**config.mk**
```make
export PLATFORM = sky130hd
export DESIGN_NAME = and_path_prober
export DESIGN_NICKNAME = d
export VERILOG_FILES = /design/src/rtl/and_prober_pkg.sv /design/src/rtl/prober_sync2.sv /design/src/rtl/and_path_prober.sv
export SDC_FILE = /design/constraint.sdc
export NUM_CORES = 1
export LEC_CHECK = 0
export ABC_AREA = 1
export CAP_MARGIN = 20
export CORE_ASPECT_RATIO = 0.9
export CORE_MARGIN = 2
export CORE_UTILIZATION = 39
export CTS_CLUSTER_SIZE = 25
export DETAILED_ROUTE_END_ITERATION = 6
export PLACE_DENSITY = 0.63
export SLEW_MARGIN = 20
export SYNTH_ARGS = -nofsm -noshare
export SYNTH_HDL_FRONTEND = slang
export SYNTH_SLANG_ARGS = --single-unit
```
**constraint.sdc**
```tcl
create_clock -name clk -period 2.4 [get_ports clk]
set_input_delay 0.72 -clock clk [delete_from_list [all_inputs] [get_ports clk]]
set_output_delay 0.72 -clock clk [all_outputs]
set_load 0.02 [all_outputs]
```
**src/rtl/and_prober_pkg.sv**
```systemverilog
// rtl/and_prober_pkg.sv - shared types for the AND-path stimulus/measure engine
package and_prober_pkg;

    // Default width of delay, latency and window fields
    localparam int CNT_W_DEFAULT = 8;

    typedef enum logic [2:0] {
        ST_IDLE    = 3'd0,
        ST_LAUNCH  = 3'd1,
        ST_WAIT    = 3'd2,
        ST_REPORT  = 3'd3,
        ST_RELEASE = 3'd4
    } state_t;

    // Measurement outcome, held until the next report
    typedef struct packed {
        logic [CNT_W_DEFAULT-1:0] latency;
        logic                     pass;
        logic                     timeout;
        logic                     early;
    } result_t;

endpackage

```
**src/rtl/prober_sync2.sv**
```systemverilog
// rtl/prober_sync2.sv - two-flop synchroniser for the asynchronous path output
module prober_sync2 (
    input  logic clk,
    input  logic rst_n,
    input  logic d,
    output logic q
);

    logic meta;

    // Two-stage capture; cleared asynchronously so a reset never leaves a stale response
    always_ff @(posedge clk or negedge rst_n) begin
        if (!rst_n) begin
            meta <= 1'b0;
            q    <= 1'b0;
        end else begin
            meta <= d;
            q    <= meta;
        end
    end

endmodule

```
**src/rtl/and_path_prober.sv**
```systemverilog
// rtl/and_path_prober.sv - launches timed rising edges on an AND path and measures its response
module and_path_prober
    import and_prober_pkg::*;
#(
    parameter int CNT_W   = CNT_W_DEFAULT,
    parameter int TIMEOUT = 255
) (
    input  logic             clk,
    input  logic             rst_n,
    input  logic             start,
    input  logic [CNT_W-1:0] dly_a,
    input  logic [CNT_W-1:0] dly_b,
    input  logic [CNT_W-1:0] lat_min,
    input  logic [CNT_W-1:0] lat_max,
    output logic             dut_a,
    output logic             dut_b,
    input  logic             dut_out,
    output logic             busy,
    output logic             done,
    output logic [CNT_W-1:0] latency,
    output logic             pass,
    output logic             timeout,
    output logic             early
);

    // Last counter value before the wait budget is exhausted, and the latency reported then
    localparam logic [CNT_W-1:0] TMO_LAST = CNT_W'(TIMEOUT - 1);
    localparam logic [CNT_W-1:0] TMO_LAT  = CNT_W'(TIMEOUT);

    state_t           state, state_nxt;
    logic [CNT_W-1:0] cnt;
    logic [CNT_W-1:0] cnt_inc;
    logic [CNT_W-1:0] lat_meas;
    logic [CNT_W-1:0] dly_a_q, dly_b_q, lat_min_q, lat_max_q;
    logic             cnt_last;
    logic             in_window;
    logic             out_s;
    result_t          res;

    prober_sync2 u_sync (
        .clk   (clk),
        .rst_n (rst_n),
        .d     (dut_out),
        .q     (out_s)
    );

    assign cnt_inc   = (&cnt) ? cnt : cnt + 1'b1;
    assign cnt_last  = (cnt == TMO_LAST);
    // Response seen now was launched one cycle earlier than cnt counts, hence +1
    assign lat_meas  = cnt + 1'b1;
    assign in_window = (lat_meas >= lat_min_q) && (lat_meas <= lat_max_q);

    assign latency = res.latency;
    assign pass    = res.pass;
    assign timeout = res.timeout;
    assign early   = res.early;

    // State register
    always_ff @(posedge clk or negedge rst_n) begin
        if (!rst_n) state <= ST_IDLE;
        else        state <= state_nxt;
    end

    // Next-state decision
    always_comb begin
        state_nxt = state;
        case (state)
            ST_IDLE:    if (start) state_nxt = ST_LAUNCH;
            ST_LAUNCH: begin
                if (dut_a && dut_b) state_nxt = ST_WAIT;
                else if (out_s)     state_nxt = ST_REPORT;
            end
            ST_WAIT:    if (out_s || cnt_last) state_nxt = ST_REPORT;
            ST_REPORT:  state_nxt = ST_RELEASE;
            ST_RELEASE: if (!out_s || cnt_last) state_nxt = ST_IDLE;
            default:    state_nxt = ST_IDLE;
        endcase
    end

    // Status outputs decoded from state
    always_comb begin
        busy = (state != ST_IDLE);
        done = (state == ST_REPORT);
    end

    // Counter, stimulus drivers, latched configuration and result registers
    always_ff @(posedge clk or negedge rst_n) begin
        if (!rst_n) begin
            cnt       <= '0;
            dut_a     <= 1'b0;
            dut_b     <= 1'b0;
            dly_a_q   <= '0;
            dly_b_q   <= '0;
            lat_min_q <= '0;
            lat_max_q <= '0;
            res       <= '0;
        end else begin
            case (state)
                ST_IDLE: begin
                    if (start) begin
                        dly_a_q     <= dly_a;
                        dly_b_q     <= dly_b;
                        lat_min_q   <= lat_min;
                        lat_max_q   <= lat_max;
                        cnt         <= '0;
                        res.pass    <= 1'b0;
                        res.timeout <= 1'b0;
                        res.early   <= 1'b0;
                    end
                end
                ST_LAUNCH: begin
                    cnt <= cnt_inc;
                    if (cnt == dly_a_q) dut_a <= 1'b1;
                    if (cnt == dly_b_q) dut_b <= 1'b1;
                    if (dut_a && dut_b) begin
                        cnt <= '0;
                    end else if (out_s) begin
                        // Output rose before the path was fully driven
                        res.latency <= '0;
                        res.pass    <= 1'b0;
                        res.early   <= 1'b1;
                    end
                end
                ST_WAIT: begin
                    cnt <= cnt_inc;
                    if (out_s) begin
                        res.latency <= lat_meas;
                        res.pass    <= in_window;
                    end else if (cnt_last) begin
                        res.latency <= TMO_LAT;
                        res.pass    <= 1'b0;
                        res.timeout <= 1'b1;
                    end
                end
                ST_REPORT: begin
                    dut_a <= 1'b0;
                    dut_b <= 1'b0;
                    cnt   <= '0;
                end
                ST_RELEASE: cnt <= cnt_inc;
                default:    cnt <= '0;
            endcase
        end
    end

endmodule

```
Figure 1. Clock routing (run 1).
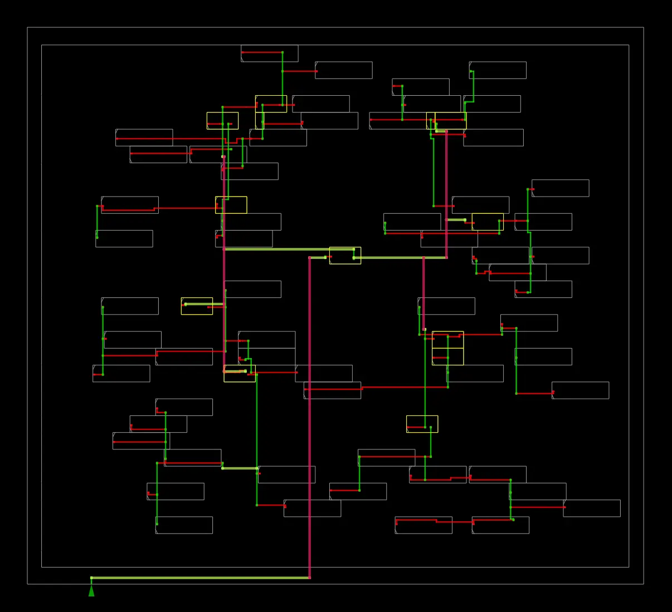
flop count: 58
clock buffers: 13

Figure 2. M3 wires (run 1).
Scale: 4 px per micron.
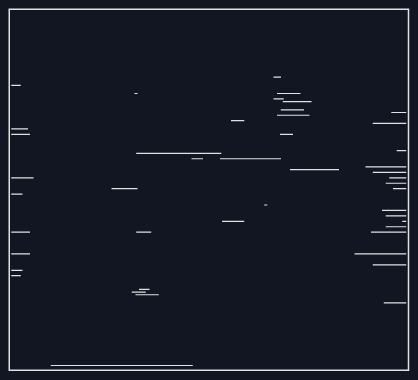
The wires run mostly horizontal. The layer carries 273 microns of wire. The longest straight run is 35.2 microns. 37 nets have wire on it. The layer holds 3.8% of the routed length.
fraction of met3 tracks used by global routing: 0.0373
Routed Wire Length: 7180 microns

==> notes.md, run 1 <==
Main metrics from the flow reports.

For this run, the final setup violation count is recorded as 0. The fraction of power consumed by combinational cells is 0.449. Measured on the finished design, the core utilization comes to 0.500. The floorplan report lists the tap cell count as 99. The number of cells in the finished layout apart from fillers is 561. The internal portion of the total power is 2.57 mW.

The count of tool warnings came out at 27. The power of the sequential group is 1.61 mW. The worst hold margin came out at 356 ps. The largest cell class by area is logic gates. By instance count, the leading cell after synthesis is nand2_1. The floorplan core density came out at 0.400. Setup repair after global routing left no endpoint under its margin.

The area share of xor/xnor cells in the synthesized design is 0.0356. Leaving out fill and tap cells, the most frequent cell in the layout is nand2_1. The post-route setup TNS came out at 0 ps. The startpoint of the worst register-to-register path is cnt[1]. The buffer cell driving the clock tree root is clkbuf_8.

The count of hold-fix buffers inserted at cts came out at 0. The first global-routing pass estimated 12100 microns of wire. The final clock period utilization by the worst path came out at 0.947. The power share of the sequential group came out at 0.373.

The die span in y is 89.9 microns. The total length of routed met2 wires is 3190 microns. The maximum number of pins on one net before global-route repair came out at 39.

The number of instances in the synthesized netlist is 404. TritonCTS built the clock tree. Signal routing reaches up to met4. The number of top-level design ports came out at 51. The number of antenna violations at the first check in global routing came out at 0. The simple-gate share of the synthesized area came out at 0.255. The share of cell area taken by flip-flops and latches is 0.364. In the final layout, the share of cells above drive strength 1 is 0.0931. The sequential element share of the synthesized area is 0.454. No sink is reached through more buffers than the 2 on the longest clock path. The area fraction in compound gates is 0.0943. The kind of cell with the highest combined delay on the critical path is buffers and inverters. The post-route met1 wirelength came out at 3570 microns. The power report lists the clock group at 770 uW. The fraction of synthesized area in multiplexers came out at 0.

The worst register-to-register path has a setup slack of 240 ps. The final antenna-violating net count is 0. The count of distinct cell types in the synthesized netlist is 30. The path type of the worst min-delay path is register to register. The flow ran to the end, and the final reports show no timing, DRC or antenna violations.

The worst slew margin relative to its limit is 0.628. For reference, the top cells by count after synthesis are 132 x nand2_1, 58 x dfrtp_1, 55 x inv_1. For reference, the top cells by area after synthesis are dfrtp_1 45%, nand2_1 15%, ha_1 7.0%. The number of gates resized after CTS was 2. The total global-route track usage came out at 0.173.

The leading power group is combinational logic. The number of antenna diodes came out at 0. The count of cells along the worst hold path came out at 0. The transition time of the tightest slew-check pin came out at 558 ps. The net count of the mapped netlist came out at 458. The number of global-route vias before repair came out at 2600. The net count reported at finish came out at 514.

The TritonCTS buffer count came out at 9. The biggest area contributor in the post-synthesis netlist is dfrtp_1. The relative area of non-clock buffer cells in the final design came out at 0.143. In the log, the iteration count for the first detailed-route pass is 4. The placed wire-length estimate after detailed placement is 5460 microns. The mean area per synthesized cell came out at 7.91 sq um. The register area came out at 0.00145 sq mm.

The commonest register cell after synthesis is dfrtp_1. After filler insertion, the fill cell instance count of the layout stands at 786. The met1 track demand over resource is 0.238. The horizontal die dimension reported for this design is 99.4 microns.

The total stage count of the critical path came out at 3. The worst VDD IR drop from the latest analysis is 0.321 mV. The total net switching power came out at 1.75 mW.

The critical setup path kind is register to primary output. The DRC violation total after the first TritonRoute iteration came out at 84. The area of all placed cells without fillers is 0.00399 sq mm.

The total number of placement rows is 31.
Figure 3. Gate families picked out (run 1).
Scale: 3 px per micron.
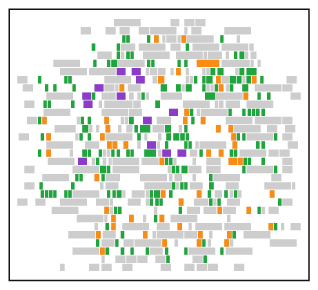
inverting AOI/OAI gates: in orange, cells 53, most used o21ai_0. NAND gates: in green, cells 162, most used nand2_1. XOR/XNOR gates: in purple, cells 13, most used xor2_1.

Figure 4. Routed clock nets over the placement (run 1).
Scale: 4 px per micron.
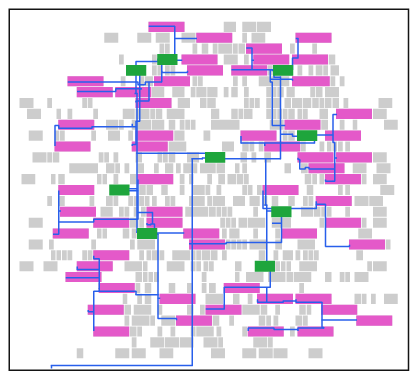

--- run 2 (diff from run 1) ---
- CAP_MARGIN: 20 -> 30
- CTS_BUF_LIST: default -> sky130_fd_sc_hd__clkbuf_4 sky130_fd_sc_hd__clkbuf_8 sky130_fd_sc_hd__clkbuf_16
- PLACE_DENSITY: 0.63 -> default
Figure 5. Routed clock nets over the placement (run 2).
Scale: 4 px per micron.
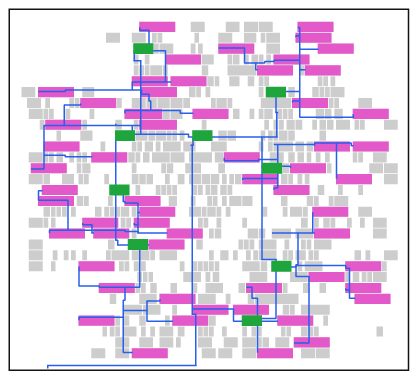
clock drivers: in green, count 9. flip-flops: in magenta, count 58. clock wires: in blue, length 832 microns.
There are 10 routed clock nets. Position of the flops: widely spread.

==> notes.md, run 2 <==
Main metrics from the flow reports.

The number of global-route vias before repair was 2641. In this run the worst hold path is classified as register to register. Registers take 0.00145 sq mm. The total stage count of the critical path came out at 3. Ranked by total cell area, the synthesized netlist is headed by dfrtp_1 45%, nand2_1 15%, ha_1 7.0%.

Adding up every negative setup slack in the final design gives 0 ps. There are 58 flip-flops and latches. The startpoint of the worst register-to-register path is cnt[1]. The die span in y is 89.9 microns.

The number of clock-tree buffers in the layout came out at 13. The simple-gate share of the synthesized area came out at 0.255. The power of the sequential group is 1.60 mW. Setup violations remaining at the end of the flow were counted as 0. In the power breakdown, the internal column shows 2.71 mW. Hold timing on the final database bottoms out at a slack of 351 ps. The final antenna-violating net count is 0. Sorting the synthesized cells by how often they occur yields 132 x nand2_1, 58 x dfrtp_1, 55 x inv_1.

The report lists the number of standard-cell rows as 31. The post-layout utilization of the core is 0.505. The share of total power dissipated in combinational logic is 0.433. After routing the design area is 0.00404 sq mm. The fraction of synthesized area in multiplexers is 0. The post-route met1 wirelength came out at 3550 microns.

The width of the die came out at 99.4 microns. The number of iterations in the first detailed-routing pass came out at 4. The share of the Yosys chip area taken by registers is 0.454. The count of hold-fix buffers inserted at cts came out at 0. For this block, the routed nets add up to 7270 microns of wire.

The kind of cell with the highest combined delay on the critical path is buffers and inverters. Overall routing resource usage recorded by global route was 0.175. The most frequent standard cell in the layout excluding fill and tap cells is nand2_1.

The placed wire-length estimate after detailed placement came out at 5520 microns. The well-tap cell count came out at 99. Per the OpenROAD power report, switching power amounts to 1.78 mW. The uppermost metal layer occupied by signal nets is met4. Measured against its own limit, the worst slew margin works out to 0.554. The worst setup path is of the register to primary output kind. The number of antenna violations at the first check in global routing came out at 0. Among all flip-flop cells after synthesis, the most frequent one is dfrtp_1. On met1, the global router reports a usage of 0.240. Dividing the final minimum period by the clock period gives 0.951. The most frequent cell after synthesis is nand2_1. The TritonCTS buffer count came out at 9. The number of top-level design ports came out at 51.

The timing report gives the worst reg2reg path a setup slack of 240 ps. The total length of routed met2 wires is 3330 microns. The share of total power dissipated in sequential elements is 0.357.

The layout has 771 filler cells. The buffer cell driving the clock tree root is clkbuf_8. The flow ran to the end, and the final reports show no timing, DRC or antenna violations. The wire length of the first global-routing pass came out at 12300 microns. The worst ir drop on vdd came out at 0.381 mV. In this run, the synthesized area fraction spent on AND-OR/OR-AND gates is recorded as 0.0943. The number of antenna diodes is 0. The transition time of the tightest slew-check pin is 669 ps. The fraction of layout instances using a drive strength above 1 is 0.102. The synthesized netlist handed to floorplanning was reported with a cell count of 404. Of all power groups, the one with the highest power is combinational logic. The maximum number of buffers from clock root to sink came out at 2. The floorplan core density came out at 0.400.
Figure 6. Clock routing (run 2).
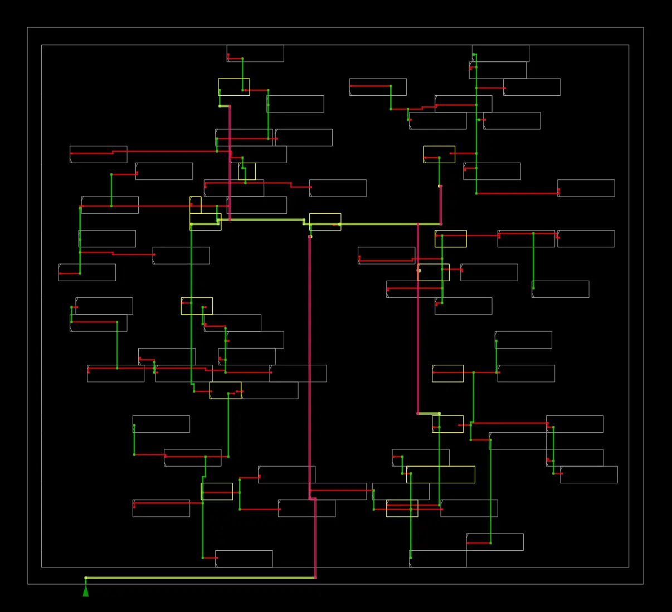

--- run 3 (diff from run 2) ---
- ABC_AREA: 1 -> 0
- PLACE_DENSITY_LB_ADDON: default -> 0.25
Figure 7. Clock routing (run 3).
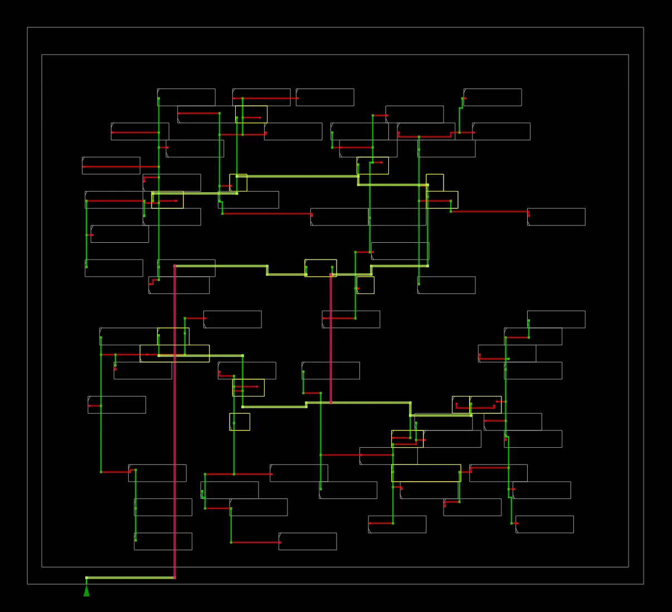
worst clock skew: 4.39 ps
clock net sink count: 58
Clk. pwr: 994 uW
clock insertion delay at the later pin of the skew report: 340 ps

==> notes.md, run 3 <==
Main metrics from the flow reports.

In the Yosys stats the netlist draws on 51 distinct library cells. The count of hold-fix buffers inserted at cts came out at 0. The post-layout utilization of the core is 0.527. The count of tool warnings is 27.

The number of global-route vias before repair is 2384. STA lists the startpoint of the worst register-to-register path as cnt[1]. The fraction of synthesized area in multiplexers came out at 0.0652.

The register area came out at 0.00145 sq mm. The total net switching power came out at 1.68 mW. Entering global routing, the biggest net connects 36 pins. The wire length of the first global-routing pass came out at 11600 microns. The reported combinational group power came out at 2.07 mW. The total wirelength of the detailed-routed design came out at 6850 microns.

The die span in y is 88.7 microns. The sequential element share of the synthesized area came out at 0.467. Setup repair after global routing left no endpoint under its margin. In the placement report, post-DP HPWL is listed as 5220 microns. After routing the design area is 0.00402 sq mm. The power share of the sequential group came out at 0.346. Routed signal wires occupy layers up through met4. Looking at the gate-level netlist, the highest instance count belongs to dfrtp_1. The net count of the mapped netlist is 341. Looking at area per cell type in the netlist, the leader is dfrtp_1. The kind of launch point of the worst setup path is a register. The number of iterations in the first detailed-routing pass came out at 4. During tapcell insertion the tool placed 96 well taps. The width of the die came out at 98.1 microns. In the finished design, the share of the clock period the worst path needs comes to 0.950. The area share of xor/xnor cells in the synthesized design is 0.0592. The power of the sequential group is 1.62 mW. In the setup report, the worst path falls into the class register to primary output. The number of clock-tree buffers in the layout came out at 10. The total stage count of the critical path came out at 2. In this run the register-to-register setup slack is 120 ps. According to the hold report, the worst path is of the primary input to asynchronous set/reset pin type. The number of antenna diodes is 0.

The total length of routed met2 wires is 3220 microns. Of the total synthesized cell area, the portion taken by AND, OR, NAND and NOR gates is 0.116. The mean area per synthesized cell is 10.8 sq um. The commonest register cell after synthesis is dfrtp_1. The cell count listed in synth_stat.txt came out at 287. The post-route met1 wirelength came out at 3240 microns.

The fill cell total of the finished layout came out at 701. The worst slew margin relative to its limit is 0.659. The flow ran to the end, and the final reports show no timing, DRC or antenna violations. In the finished design the tool counted flip-flops and latches totalling 58. Of the total power, combinational logic draws 0.442. The final antenna-violating net count came out at 0.

The met3 usage in global routing came out at 0.0592. The total global-route track usage came out at 0.174. The report lists the number of standard-cell rows as 30. The stage delay of the slowest cell on the critical path came out at 440 ps. The DRC violation total after the first TritonRoute iteration is 88. The worst hold margin came out at 348 ps. The count of state elements after synthesis came out at 58.

The inverter count is 23. The floorplan report gives the top-level pin count as 51. TritonCTS built the clock tree.

The layout has 73 buffers outside the clock class. The TritonCTS buffer count is 9. The number of cells upsized or downsized after cts is 2. In this run, the synthesized area fraction spent on AND-OR/OR-AND gates is recorded as 0.152. The commonest cells after synthesis are 58 x dfrtp_1, 23 x inv_1, 23 x nand2_1. The number of antenna violations at the first check in global routing is 0. The number of cells in the finished layout apart from fillers is 456. The highest supply drop recorded on VDD is 0.522 mV. The largest cell class by area is flip-flops and latches. The number of instances in the synthesized netlist came out at 287. Measured on the final layout, buffering overhead outside the clock network stands at 0.172.

The post-route setup TNS came out at 0 ps. The share of cell area taken by flip-flops and latches is 0.362. Broken down by cell family, the worst path's largest delay share belongs to flip-flops. The most frequent standard cell in the layout excluding fill and tap cells is dfrtp_1. The count of final setup violators is 0. The total vias in the final route came out at 2347.

The internal portion of the total power is 3.00 mW. The root buffer cell chosen for the clock tree is clkbuf_8. The net count of the finished layout is 409. The detail-routed net length per standard cell is 15.0 microns. The maximum number of buffers from clock root to sink came out at 2. By area the synthesized netlist is led by dfrtp_1 47%, ha_1 7.2%, mux2_2 6.2%.

==> screenshots <==
Wiring by layer.
Scale: 3 px per micron.
(a)
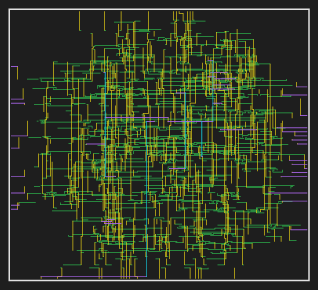
(b)
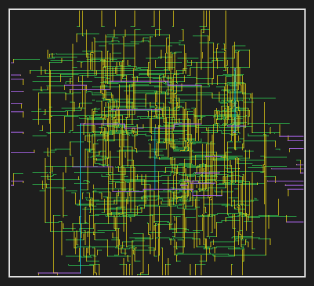
- run 1 = (a)
- run 3 = (b)

Key to (b):
metal 1: in green, wire length 3240 microns. metal 3: in purple, wire length 304 microns. metal 4: in cyan, wire length 91.1 microns. metal 2: in yellow, wire length 3220 microns.

No activity file was given, so power comes from the tool's default toggle rates.
